### config.mk
export PLATFORM = sky130hd
export DESIGN_NAME = alu_decoder_flat
export DESIGN_NICKNAME = d
export VERILOG_FILES = /design/src/rtl/alu_decoder_if.sv /design/src/rtl/alu_decoder.sv /design/src/flat_wrapper.sv
export SDC_FILE = /design/constraint.sdc
export NUM_CORES = 1
export LEC_CHECK = 0
export CELL_PAD_IN_SITES_DETAIL_PLACEMENT = 1
export CELL_PAD_IN_SITES_GLOBAL_PLACEMENT = 2
export CORE_UTILIZATION = 16
export CTS_BUF_LIST = sky130_fd_sc_hd__clkbuf_2 sky130_fd_sc_hd__clkbuf_4 sky130_fd_sc_hd__clkbuf_8
export CTS_CLUSTER_DIAMETER = 50
export CTS_CLUSTER_SIZE = 10
export DETAILED_ROUTE_END_ITERATION = 6
export PLACE_DENSITY_LB_ADDON = 0.1
export SLEW_MARGIN = 20
export SYNTH_ARGS = -nofsm -noshare
export SYNTH_HDL_FRONTEND = slang
export SYNTH_SLANG_ARGS = --single-unit
### constraint.sdc
create_clock -name clk -period 1.7 [get_ports clk]
set_clock_uncertainty 0.05 [all_clocks]
set_input_delay 0.51 -clock clk [delete_from_list [all_inputs] [get_ports clk]]
set_output_delay 0.51 -clock clk [all_outputs]
set_load 0.1 [all_outputs]
### src/rtl/alu_decoder_if.sv
// Decode bus between the main decoder and the ALU control decoder.
// Carries the operation inputs together with the combinational and registered decode results.
interface alu_decoder_if;
    logic [1:0] alu_op_in;
    logic [2:0] funct3_in;
    logic [1:0] funct7_in;
    logic [2:0] alu_control_out;
    logic       illegal_out;
    logic [2:0] alu_control_q;
    logic       illegal_q;

    modport master (
        output alu_op_in,
        output funct3_in,
        output funct7_in,
        input  alu_control_out,
        input  illegal_out,
        input  alu_control_q,
        input  illegal_q
    );

    modport slave (
        input  alu_op_in,
        input  funct3_in,
        input  funct7_in,
        output alu_control_out,
        output illegal_out,
        output alu_control_q,
        output illegal_q
    );
endinterface

### src/rtl/alu_decoder.sv
// ALU control decoder: combinational decode of alu_op/funct3/funct7 into an ALU control code,
// plus a one-cycle registered copy with synchronous active-low reset.
module alu_decoder (
    input  logic              clk,
    input  logic              rst_n,
    alu_decoder_if.slave      bus
);

    localparam logic [2:0] CtlAdd = 3'b000;
    localparam logic [2:0] CtlSub = 3'b001;
    localparam logic [2:0] CtlAnd = 3'b010;
    localparam logic [2:0] CtlOr  = 3'b011;
    localparam logic [2:0] CtlSlt = 3'b101;

    logic       op_add;
    logic       op_sub;
    logic       op_rtype;
    logic       op_rsvd;
    logic       f3_addsub;
    logic       f3_slt;
    logic       f3_or;
    logic       f3_and;
    logic       f3_unsup;
    logic       sel_sub;
    logic       sel_slt;
    logic       sel_or;
    logic       sel_and;
    logic [2:0] alu_control_d;
    logic       illegal_d;
    logic [2:0] alu_control_q;
    logic       illegal_q;

    // Sum-of-products form so an X on a live input propagates instead of falling into a default.
    always_comb begin
        op_add    = (bus.alu_op_in == 2'b00);
        op_sub    = (bus.alu_op_in == 2'b01);
        op_rtype  = (bus.alu_op_in == 2'b10);
        op_rsvd   = (bus.alu_op_in == 2'b11);

        f3_addsub = (bus.funct3_in == 3'b000);
        f3_slt    = (bus.funct3_in == 3'b010);
        f3_or     = (bus.funct3_in == 3'b110);
        f3_and    = (bus.funct3_in == 3'b111);
        f3_unsup  = (bus.funct3_in == 3'b001) | (bus.funct3_in == 3'b011) |
                    (bus.funct3_in == 3'b100) | (bus.funct3_in == 3'b101);

        sel_sub   = op_sub | (op_rtype & f3_addsub & (bus.funct7_in == 2'b11));
        sel_slt   = op_rtype & f3_slt;
        sel_or    = op_rtype & f3_or;
        sel_and   = op_rtype & f3_and;

        alu_control_d = ({3{sel_sub}} & CtlSub) |
                        ({3{sel_slt}} & CtlSlt) |
                        ({3{sel_or}}  & CtlOr)  |
                        ({3{sel_and}} & CtlAnd) |
                        ({3{op_add}}  & CtlAdd);

        illegal_d = op_rsvd | (op_rtype & f3_unsup);
    end

    always_ff @(posedge clk) begin
        if (!rst_n) begin
            alu_control_q <= CtlAdd;
            illegal_q     <= 1'b0;
        end else begin
            alu_control_q <= alu_control_d;
            illegal_q     <= illegal_d;
        end
    end

    assign bus.alu_control_out = alu_control_d;
    assign bus.illegal_out     = illegal_d;
    assign bus.alu_control_q   = alu_control_q;
    assign bus.illegal_q       = illegal_q;

endmodule

### src/flat_wrapper.sv
// flat-port wrapper written by rule: the top's interface ports become plain ports
module alu_decoder_flat 
  (clk, rst_n, bus_alu_op_in, bus_funct3_in, bus_funct7_in, bus_alu_control_out, bus_illegal_out, bus_alu_control_q, bus_illegal_q);
  alu_decoder_if bus_i ();
  input  logic clk;
  input  logic rst_n;
  input wire logic [$bits(bus_i.alu_op_in)-1:0] bus_alu_op_in;
  input wire logic [$bits(bus_i.funct3_in)-1:0] bus_funct3_in;
  input wire logic [$bits(bus_i.funct7_in)-1:0] bus_funct7_in;
  output wire logic [$bits(bus_i.alu_control_out)-1:0] bus_alu_control_out;
  output wire logic [$bits(bus_i.illegal_out)-1:0] bus_illegal_out;
  output wire logic [$bits(bus_i.alu_control_q)-1:0] bus_alu_control_q;
  output wire logic [$bits(bus_i.illegal_q)-1:0] bus_illegal_q;
  assign bus_i.alu_op_in = bus_alu_op_in;
  assign bus_i.funct3_in = bus_funct3_in;
  assign bus_i.funct7_in = bus_funct7_in;
  assign bus_alu_control_out = bus_i.alu_control_out;
  assign bus_illegal_out = bus_i.illegal_out;
  assign bus_alu_control_q = bus_i.alu_control_q;
  assign bus_illegal_q = bus_i.illegal_q;
  alu_decoder u_core (.clk(clk), .rst_n(rst_n), .bus(bus_i));
endmodule
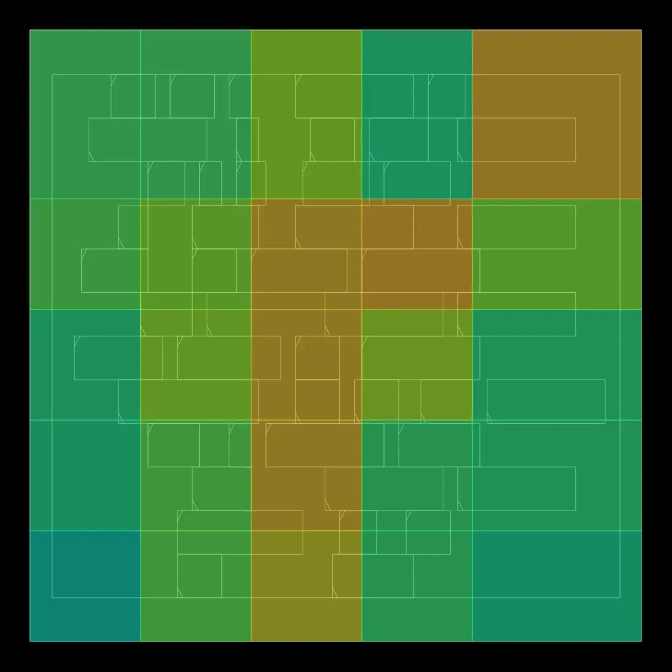
Run 1: track usage over the die
Most Crowded Layer GR: met2
total global-route track usage: 13.5%
GR Layer Usage met2: 23.7%

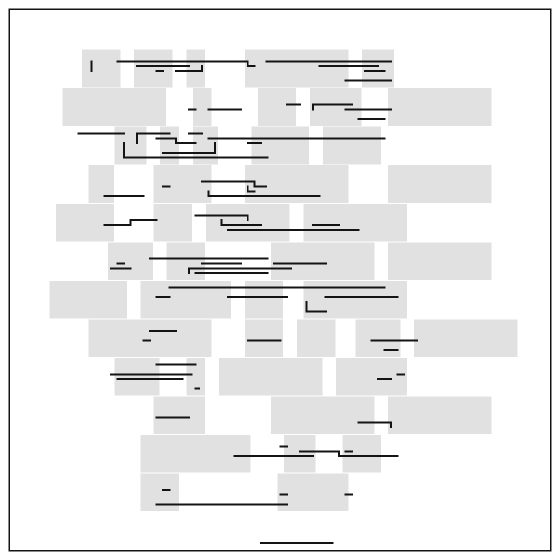
Run 1: metal 1
nets with wire on the layer = 44
main direction = horizontal

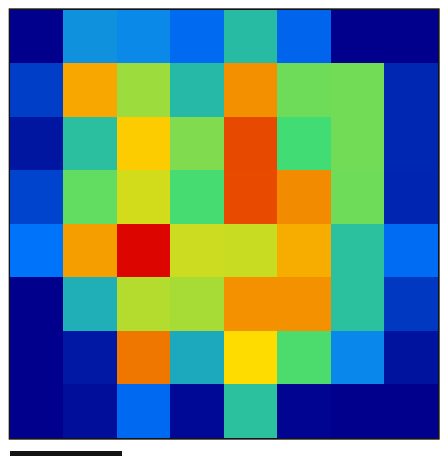
Run 1: cell density map
Bar = 10 um. 8 x 8 tiles, from dark blue (low) to red (high), 0 to 100% covered.
tiles over 75% full = 19%
nearly empty tiles = 16%
densest ninth of the die = center
fullest tile = 100%
mean over tiles = 41%

==> reports/summary.rpt, run 1 <==
=====================================================================================
Max-slew violation count                                                            0
Post-synth mux share                                                               0%
Result of the run                                                        finished, violations left
Area of the multi-input gates                                                 198 um2
Leading cell types in the layout, fill and taps excluded                 8 x buf_12, 6 x buf_4, 4 x dfxtp_1
Clock transition at path regs                                                 0.04 ns
Average wire per cell in the routed design                                    12.5 um
Fraction of area in multi-input gates                                           32.4%
Number of remaining DRC errors                                                      0
Async set-or-reset flop fraction in the synthesized netlist                        0%
Net count entering floorplan                                                       33
Layout clock area frac                                                          3.70%
Largest delay share family, worst path                                   simple AND/OR/NAND/NOR gates
Power in combinational cells                                                 0.162 mW
Sequential cell count of the final layout                                           4
Clk pwr share                                                                   31.2%
Fraction of the yosys area taken by sequential cells                            38.3%
Critical path, cell by cell                                              buf_8 > nor4b_4 > nand3_4 > nand2_8 > buf_12
Number of cells in Yosys stat                                                      24
Most instantiated cells after synthesis                                  4 x dfxtp_1, 3 x nand2_1, 2 x nand3_1, 2 x nor2_1, 2 x nor2b_1
Period Utilization, post-route                                                   109%
RSZ-0062 raised after global routing                                              yes
Final setup violation count                                                         4
Cell taking the most area after synthesis                                     dfxtp_1
Postcts setup bufs                                                                  1
Area fraction in xor and xnor cells                                                0%
Sequential cell fraction of total power                                         26.3%
Sequential share of cell area                                                   13.1%
Per-cell via count in the routed design                                          4.21
Met2 layer wire length in the routed design                                    455 um
Area post-placement                                                           559 um2
CTS H-Tree Depth                                                                    1
Sw power                                                                     0.134 mW
Primary FF master, synth                                                      dfxtp_1
Cell Type Count                                                                    16
Antenna violations before repair                                                    0
Final Worst Setup Slack                                                     -0.156 ns
Warning total across the stage logs                                                29
Violations in the final reports                                          negative setup slack
Die outline height                                                            38.1 um
Switch share                                                                    35.1%
Diodes inserted                                                                     0
Non-clock buffer share of cell area                                             47.2%
Area Growth Syn to Fin                                                           192%
Port bufs                                                                          16
Cell row count                                                                     12
Setup Total Neg Slack                                                       -0.500 ns
Worst Setup End Kind                                                      output port
Number of flip-flops and latches in the synthesized netlist                         4
Layout inverter count without the clock tree                                        1
Post-synthesis share of cell area spent on and, or, nand and nor gates          45.5%
Most common cell in the synthesized netlist                                   dfxtp_1
Biggest register                                                         u_core.bus.alu_control_q
=====================================================================================
==> run 2, diff against run 1 <==
SKIP_LAST_GASP = 1   (was default)
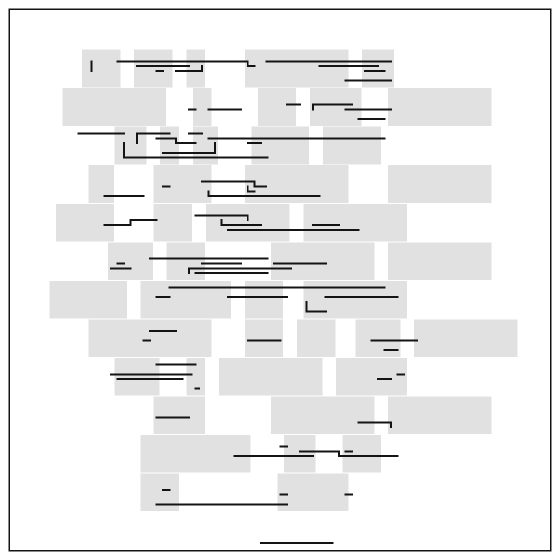
Run 2: metal 1
routed vias: 261
met1 Resource Use GR: 11.1%
routed wire length: 776 um

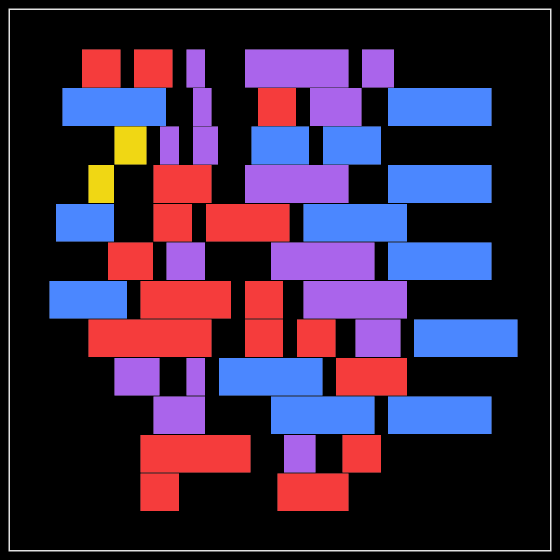
Run 2: sizing map
drive 2 -> yellow  # cells 2
drive 1 or less -> purple  # cells 16
drive 6 and up -> blue  # cells 13
drive 3 to 4 -> red  # cells 17

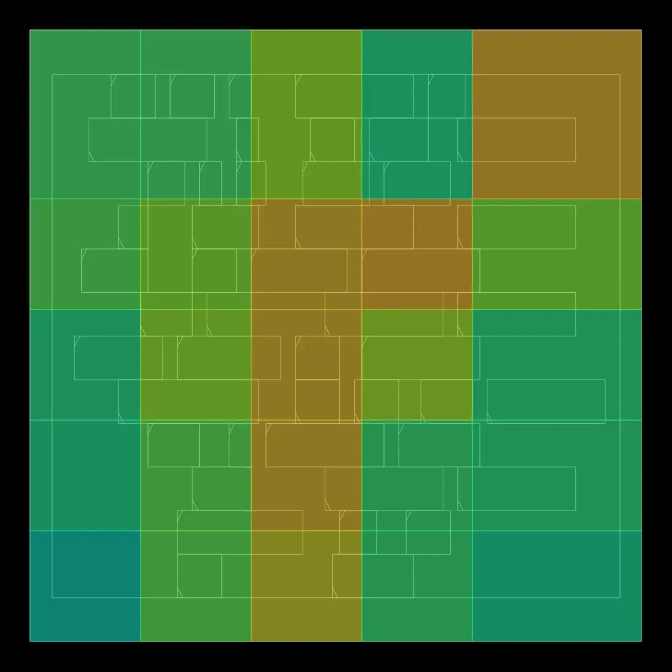
Run 2: track usage over the die
met3 global-route usage: 8.72%
Finished Core Util: 52.7%
average wire per cell in the routed design: 12.5 um

==> reports/summary.rpt, run 2 <==
=====================================================================================
Area post-placement                                                           559 um2   unchanged
Diodes inserted                                                                     0   unchanged
Cell taking the most area after synthesis                                     dfxtp_1   unchanged
Critical path, cell by cell                                              buf_8 > nor4b_4 > nand3_4 > nand2_8 > buf_12   unchanged
Most common cell in the synthesized netlist                                   dfxtp_1   unchanged
Biggest register                                                         u_core.bus.alu_control_q   unchanged
Well-tap cell count                                                                14   unchanged
Most Crowded Layer GR                                                            met2   unchanged
Clk pwr share                                                                   31.2%   about the same
Class of the most critical setup path                                    input pin to output port   unchanged
Sequential share of cell area                                                   13.1%   unchanged
Antenna violations before repair                                                    0   unchanged
Result of the run                                                        finished, violations left   unchanged
Final setup violation count                                                         4   unchanged
Registers with the highest flip-flop counts                              u_core.bus.alu_control_q: 3 flops, u_core.bus.illegal_q: 1 flops   unchanged
Cell Type Count                                                                    16   unchanged
Violations in the final reports                                          negative setup slack   unchanged
Area fraction in xor and xnor cells                                                0%   unchanged
Sequential cell count of the final layout                                           4   unchanged
Total global-route track usage                                                  13.5%   unchanged
Per-cell via count in the routed design                                          4.21   unchanged
Net count entering floorplan                                                       33   unchanged
Power in combinational cells                                                 0.162 mW   about the same
Met3 Wirelength                                                                 73 um   unchanged
Fraction of the yosys area taken by sequential cells                            38.3%   unchanged
Setup Total Neg Slack                                                       -0.500 ns   unchanged
Final Worst Setup Slack                                                     -0.156 ns   unchanged
Number of standard cells in the final layout excluding fillers                     62   unchanged
Transition time at the pin with the least slew margin                        0.251 ns   unchanged
Port bufs                                                                          16   unchanged
Period Utilization, post-route                                                   109%   unchanged
Sequential cell fraction of total power                                         26.3%   about the same
Fraction of area in multi-input gates                                           32.4%   unchanged
Layout inverter count without the clock tree                                        1   unchanged
Number of flip-flops and latches in the synthesized netlist                         4   unchanged
GR Layer Usage met2                                                             23.7%   unchanged
Post-synth mux share                                                               0%   unchanged
Switch share                                                                    35.1%   unchanged
Largest delay share family, worst path                                   simple AND/OR/NAND/NOR gates   unchanged
Async set-or-reset flop fraction in the synthesized netlist                        0%   unchanged
Layout clock area frac                                                          3.70%   unchanged
Sequential-cell power consumption                                            0.100 mW   about the same
Area of the multi-input gates                                                 198 um2   unchanged
CTS H-Tree Depth                                                                    1   unchanged
Yosys top cell area share                                                       38.3%   unchanged
Met2 layer wire length in the routed design                                    455 um   unchanged
Non-clock buffer share of cell area                                             47.2%   unchanged
Warning total across the stage logs                                                29   unchanged
Cell row count                                                                     12   unchanged
RSZ-0062 raised after global routing                                              yes   unchanged
Area Growth Syn to Fin                                                           192%   unchanged
Number of cells in Yosys stat                                                      24   unchanged
Primary FF master, synth                                                      dfxtp_1   unchanged
Post-synthesis share of cell area spent on and, or, nand and nor gates          45.5%   unchanged
Worst Setup End Kind                                                      output port   unchanged
Die outline height                                                            38.1 um   unchanged
Number of buffers created by CTS                                                    3   unchanged
Max-slew violation count                                                            0   unchanged
Postcts setup bufs                                                                  1   unchanged
Sw power                                                                     0.134 mW   unchanged
Post-Syn Area                                                                 209 um2   unchanged
Biggest consumer                                                         combinational cells   unchanged
Number of remaining DRC errors                                                      0   unchanged
=====================================================================================
Power is estimated from default activity; no workload was simulated.
